### config.mk
export PLATFORM = sky130hd
export DESIGN_NAME = vedic_mul8_seq
export DESIGN_NICKNAME = d
export VERILOG_FILES = /design/src/rtl/vedic_mul8_seq.sv
export SDC_FILE = /design/constraint.sdc
export NUM_CORES = 1
export LEC_CHECK = 0
export ABC_AREA = 1
export CORE_AREA = 10 10 93 95
export CTS_CLUSTER_DIAMETER = 40
export CTS_CLUSTER_SIZE = 25
export DETAILED_ROUTE_END_ITERATION = 8
export DIE_AREA = 0 0 103 105
export PLACE_DENSITY_LB_ADDON = 0.25
export SYNTH_ARGS = -nofsm -noshare
export SYNTH_HDL_FRONTEND = slang
export SYNTH_SLANG_ARGS = --single-unit
### constraint.sdc
create_clock -name clk -period 7.6 [get_ports clk]
set_input_delay 0.76 -clock clk [delete_from_list [all_inputs] [get_ports clk]]
set_output_delay 0.76 -clock clk [all_outputs]
set_load 0.02 [all_outputs]
### src/rtl/vedic_mul8_seq.sv
// Sequential 8x8 unsigned Vedic multiplier: one 4x4 crosswise partial product per cycle,
// accumulated through two chained 8-bit ripple additions (low byte, then high byte).
module vedic_mul8_seq (
  input  logic        clk,
  input  logic        rst_n,
  input  logic [7:0]  i1,
  input  logic [7:0]  i2,
  input  logic        in_valid,
  output logic        in_ready,
  output logic [15:0] Product,
  output logic        out_valid,
  input  logic        out_ready
);

  typedef enum logic [1:0] {StIdle, StCalc, StDone} state_e;

  state_e      state_q;
  logic [1:0]  step_q;
  logic [15:0] acc_q;
  logic [15:0] product_q;
  logic [7:0]  a_q;
  logic [7:0]  b_q;

  logic [3:0]  mul_a;
  logic [3:0]  mul_b;
  logic [7:0]  pp;
  logic [15:0] addend;
  logic [8:0]  lo_sum;
  logic [8:0]  hi_sum;
  logic [15:0] sum;
  logic        carry_hi;

  // step[0] picks the high nibble of A, step[1] the high nibble of B.
  assign mul_a = step_q[0] ? a_q[7:4] : a_q[3:0];
  assign mul_b = step_q[1] ? b_q[7:4] : b_q[3:0];
  assign pp    = {4'h0, mul_a} * {4'h0, mul_b};

  always_comb begin
    addend = '0;
    unique case (step_q)
      2'd0:    addend = {8'h00, pp};
      2'd1:    addend = {4'h0, pp, 4'h0};
      2'd2:    addend = {4'h0, pp, 4'h0};
      2'd3:    addend = {pp, 8'h00};
      default: addend = '0;
    endcase
  end

  always_comb begin
    lo_sum   = {1'b0, acc_q[7:0]} + {1'b0, addend[7:0]};
    hi_sum   = {1'b0, acc_q[15:8]} + {1'b0, addend[15:8]} + {8'h00, lo_sum[8]};
    sum      = {hi_sum[7:0], lo_sum[7:0]};
    carry_hi = hi_sum[8];
  end

  always_ff @(posedge clk or negedge rst_n) begin
    if (!rst_n) begin
      state_q   <= StIdle;
      step_q    <= 2'd0;
      acc_q     <= '0;
      product_q <= '0;
      a_q       <= '0;
      b_q       <= '0;
    end else begin
      unique case (state_q)
        StIdle: begin
          if (in_valid) begin
            a_q     <= i1;
            b_q     <= i2;
            acc_q   <= '0;
            step_q  <= 2'd0;
            state_q <= StCalc;
          end
        end
        StCalc: begin
          acc_q  <= sum;
          step_q <= step_q + 2'd1;
          if (step_q == 2'd3) begin
            product_q <= sum;
            state_q   <= StDone;
          end
        end
        StDone: begin
          if (out_ready) state_q <= StIdle;
        end
        default: state_q <= StIdle;
      endcase
    end
  end

  assign in_ready  = (state_q == StIdle);
  assign out_valid = (state_q == StDone);
  assign Product   = product_q;

  // 255*255 fits in 16 bits, so the high-byte adder can never carry out.
  a_no_carry15: assert property (@(posedge clk) disable iff (!rst_n)
    !((state_q == StCalc) && carry_hi));

endmodule

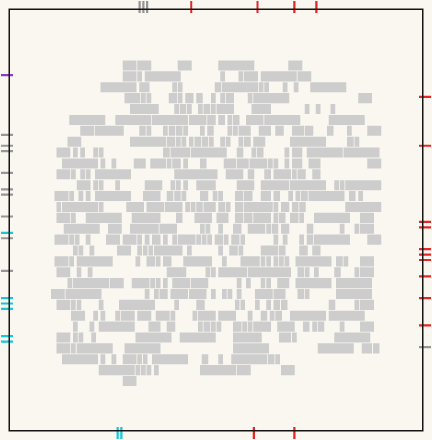
Run 1: pin placement
Drawn at 4 px/um. Pins as bars across the die edge, other pins in gray.
[cyan] i1 | pins: 8 | direction: input | edge: 6 left, 2 bottom
[red] Product | pins: 16 | direction: output | edge: 10 right, 4 top, 2 bottom
[purple] clk | pins: 1 | direction: input | edge: left
all pins by edge: 16 left, 11 right, 7 top, 4 bottom

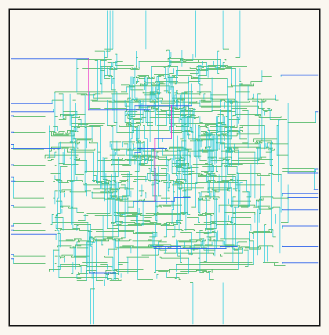
Run 1: signal wires by layer
Drawn at 3 px/um.
[cyan] metal 2 | wire length: 3,060 um
[green] metal 1 | wire length: 3,150 um
[blue] metal 3 | wire length: 310 um
[magenta] metal 4 | wire length: 49.0 um
Routed WL per cell: 12.9 um
via count: 2,517
Total Routed Length: 6580 um
Tot GR Track Use: 0.128

==> results.txt, run 1 <==
impl run done, here's what came out: Max-Slew Margin vs Limit 0.569, chip area 10,800 um^2, Synthesized Nets ~450, Seq cells post-synth roughly 52, OpenROAD warning count 27, outcome finished, final reports clean, Clock Latency Late Sink a little over 0.3 ns, iteration tally of the first detailed-router pass 4, synth warn 0, CP max FO 8, endpoints failing hold 0, final cycle utilization of the critical path 0.750, Design Area, Final just under 4000 um^2, Slew @ Worst Pin about 0.65 ns, DP Area around 3700 um^2, final-stage net count about 480, Final Max Slew Viols 0, Yosys chip area around 3300 um^2, CTS root buffer clkbuf_8, die height 105 um, largest net degree at the start of global routing approximately 53, critical path class register to register, share of layout cells above drive strength 1 0.0911, Hold WC Path Type register to register, final worst path period need roughly 5.7 ns, power per cell area around 470 nW/um^2, Max-area cell share 0.392, Worst Skew 0.00999 ns, Avg Cell Area, Syn between 8 and 9 um^2, area delta synth->final 15.8%, clk buf depth 2, Critical Path Source step_q[0], synthesized instance count between 300 and 400, grt ovf 0, hold_sp a_q[7], Worst R2R End acc_q[14], Post-DRT Antenna Nets 0
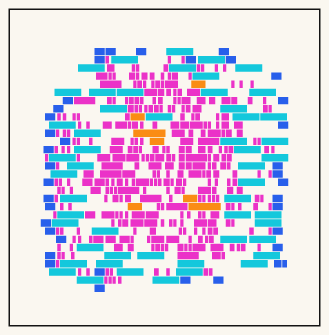
Run 1: cells colored by class
Drawn at 3 px/um.
[cyan] sequential cells | cells: 52 | share of their area: 35%
[blue] remaining buffers and delay cells | cells: 38 | share of their area: 10%
[orange] clock drivers and dummy loads | cells: 7 | share of their area: 3.4%
[magenta] combinational and other logic | cells: 331 | share of their area: 52%

## run 1: cell usage after synthesis (all sizes together)
| master | instances |
|---|---|
| nand2 | 132 |
| dfrtp | 52 |
| inv | 43 |
| ha | 28 |
| nor2 | 24 |
| nand3 | 21 |
| o21ai | 20 |
| a21oi | 13 |
| o22ai | 10 |
| or2 | 9 |
| buf | 8 |
| mux2i | 8 |
| fa | 7 |
| xnor2 | 6 |
| nand3b | 2 |
| nand4 | 2 |
| xor2 | 2 |
| a22o | 1 |
| and2 | 1 |
| o21bai | 1 |
| o31ai | 1 |
## run 1: report_power, final
group | internal (uW) | switching, uW
logic | 438 | 668
registers | 395 | 85.5
clock network | 130 | 90.5
## run 1: how the worst max path moves through the flow
stage,end,depth (start not counted)
4_1_cts,acc_q[14],25
3_3_place_gp,Product[14],25
6_report,acc_q[14],25
2_1_floorplan,acc_q[14],26
5_1_grt,acc_q[14],25
3_5_place_dp,acc_q[14],25
## run 1: worst max-delay path: stages, from the launching register on
cell,delay (ns)
dfrtp_1,0.55
mux2i_1,0.20
or2_2,0.32
fa_1,0.50
inv_1,0.05
fa_1,0.56
inv_1,0.06
fa_1,0.42
or2_2,0.31
nand2_1,0.06
a21oi_1,0.06
xor2_1,0.22
o22ai_1,0.11
ha_1,0.36
a21oi_1,0.17
o21bai_1,0.09
fa_1,0.41
fa_1,0.43
nand3_1,0.10
nand2_1,0.08
nand2_1,0.06
nand2_1,0.05
a21oi_1,0.17
nand2_1,0.10
nand3_1,0.09
nand2_1,0.05
## run 1: routing by layer
layer | up-vias | global-route usage | share of wire
met3 | 6 | 0.0290 | 0.047
met4 | 0 | 0.0338 | 0.0073
met5 | - | 0 | 0
li1 | 1334 | - | -
met2 | 45 | 0.215 | 0.47
met1 | 1132 | 0.159 | 0.48
## run 1: metrics by stage
step                std cells  setup slack [ns]  power, uW
detailed placement        501              1.93       1600
global route              508              1.58       2000
CTS                       508              1.91       1830
floorplan                 391              2.25       1340
finish                    508              1.90       1810
global placement          501              2.08       1570
## run 1: sequential cells by signal (all words and copies together), names as in the netlist
register / flops
Product: 16
step_q: 2
acc_q: 16
a_q: 8
state_q: 2
b_q: 8
## run 1: cell families (layout without fill, tap and decap cells)
family,count (synthesis),count (layout),synth area share
xor gates and xnor gates,8,8,0.0211
buffers and inverters,51,88,0.0731
muxes,8,8,0.0241
AOI/OAI and AO/OA,46,46,0.0803
adders and majority gates,35,35,0.148
and+or+nand+nor,191,191,0.262
DFF,52,52,0.392
## run 1: final cells by class
type,instances,area [um^2],share of cell area
clock buffers,5,68.8,0.0179
repair buffers,38,373,0.0969
well taps,80,100,0.0260
clock inverters,2,60.1,0.0156
inverters,43,166,0.0433
flip-flops and latches,52,1300,0.338
multi-input cells,288,1780,0.462
==> run 2: changes to the inputs <==
Clock period 7.6 ns to 5.2 ns, I/O delays scaled along.
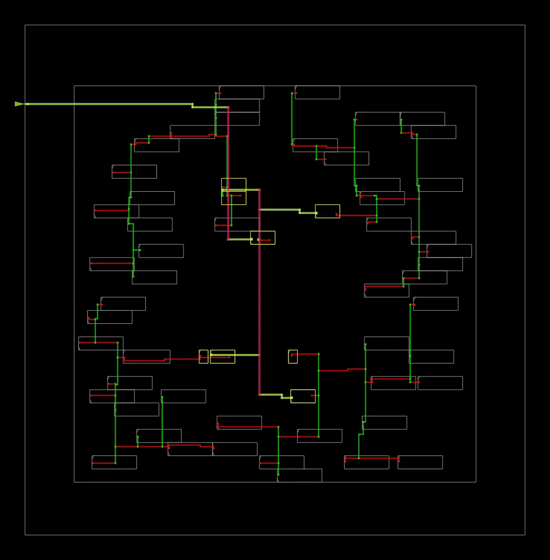
Run 2: clock wiring as the flow saved it
Flops: 52
CTS buffer count: 5
Power Clock: 237 uW
CTS Sinks: 52
Clock Latency Late Sink: 0.30 ns

==> run 2 against run 1 <==
Net effect: sequential share of layout area fell by 1.5 points; global-route usage rose by 0.56 points; combinational power increased by 72%.
==> results.txt, run 2 <==
impl run done, here's what came out: Worst path slowest cell fa_1, Hold WC Path Type input port to asynchronous set/reset pin, chip area 10,800 um^2, Seq cells post-synth around 52, CP max stage delay ~0.55 ns, DP Area 3890 um^2, OpenROAD warning count 28, Design Area, Final 4030 um^2, largest net degree at the start of global routing between 50 and 60, ys async rst share 1.00, Yosys chip area about 3300 um^2, clk buf depth 2, grt ovf 0, final-stage net count 502, most instantiated cells after synthesis 120 x nand2_1, 52 x dfrtp_1, 40 x inv_1, 28 x ha_1, outcome finished, final reports clean, Max-area cell share 0.392, post-synthesis cell type with the largest instance count nand2_1, Worst Skew 0.00597 ns, CP max FO 6, die height between 100 and 150 um, synthesized instance count 391, final worst path period need 5.16 ns, main flop type dfrtp_1, number of enable flip-flop cells 0, Total Routed Length about 6900 um, Post-DRT Antenna Nets 0, synth warn 0
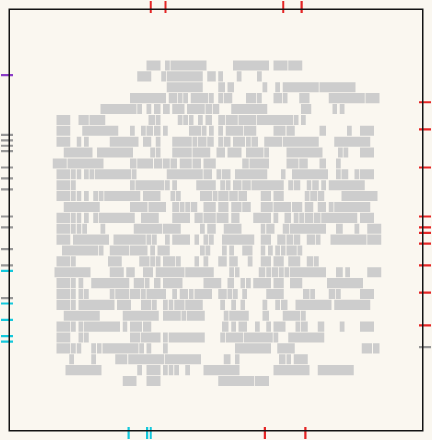
Run 2: pin placement
Drawn at 4 px/um. Pins as bars across the die edge, other pins in gray.
[purple] clk | pins: 1 | direction: input | edge: left
[cyan] i1 | pins: 8 | direction: input | edge: 5 left, 3 bottom
[red] Product | pins: 16 | direction: output | edge: 10 right, 4 top, 2 bottom

==> run 2: cell count changes in the layout (fill, tap and decap cells not counted), moves of 4 or more <==
cell / delta
buf_4: +19
nand2_1: -6
nand2_2: +6
mux2i_1: -4
or2_2: -4
or2_4: +4
==> run 2: critical path: cells and delay by family, from the launching register on <==
kind	cells	cell delay, ns
fa+ha+maj	6	2.66
simple gates	13	1.03
compound gates	5	0.60
flops	1	0.49
mux	1	0.22
buf+inv	2	0.09
==> run 2: area by class of cell <==
type | instances | area (um^2) | share of cell area
clock buffers | 6 | 82.6 | 0.0205
clock inverters | 2 | 10.0 | 0.00249
inverters | 43 | 166 | 0.0413
multi-input cells | 288 | 1850 | 0.459
flip-flops and latches | 52 | 1300 | 0.323
well taps | 80 | 100 | 0.0249
repair buffers | 57 | 515 | 0.128
==> run 2: how the worst max path moves through the flow <==
stage / slack, ns / to / startpoint / depth (start not counted)
6_report: 0.04 / acc_q[14] / step_q[1] / 27
4_1_cts: 0.05 / Product[14] / step_q[1] / 27
2_1_floorplan: 0.05 / acc_q[14] / step_q[0] / 26
3_5_place_dp: -0.09 / Product[14] / step_q[1] / 27
3_3_place_gp: 0.04 / Product[14] / step_q[1] / 27
5_1_grt: -0.21 / Product[14] / step_q[1] / 25
==> run 2: report_power, final <==
group	internal (uW)	switching, uW	leakage, uW	total [uW]
clock	107	131	0.0000510	237
sequential	578	131	0.000669	709
combinational	848	1060	0.00138	1910
==> run 2: cells by family (layout without fill, tap and decap cells) <==
logic type	Yosys count	count (layout)	synth area share
flops	52	52	0.392
mux	8	8	0.0241
simple gates	191	191	0.262
xor+xnor	8	8	0.0211
fa+ha+maj	35	35	0.148
buf+inv	51	108	0.0731
compound gates	46	46	0.0803
==> run 2: timing repair <==
item                                    in CTS  in global routing
resized                                      1                 10
pin swaps                                    3                  4
setup buffers                                0                  2
endpoints found under the setup margin       3                  4
==> run 2: metrics by stage <==
stage | TNS (ns) | setup WS (ns) | std cells | total power [uW]
3_5_place_dp | -0.214 | -0.0902 | 518 | 2580
5_1_grt | -0.541 | -0.206 | 528 | 3160
2_1_floorplan | 0 | 0.0502 | 391 | 2010
4_1_cts | 0 | 0.0471 | 526 | 2840
6_report | 0 | 0.0418 | 528 | 2860
3_3_place_gp | 0 | 0.0436 | 518 | 2540
==> run 2: per-layer routing <==
metal | share of wire | track usage | routed length (um)
met4 | 0.012 | 0.0328 | 83
met3 | 0.039 | 0.0264 | 265
met5 | 0 | 0 | 0
met2 | 0.48 | 0.220 | 3290
met1 | 0.47 | 0.174 | 3240
No activity file was given, so power comes from the tool's default toggle rates.
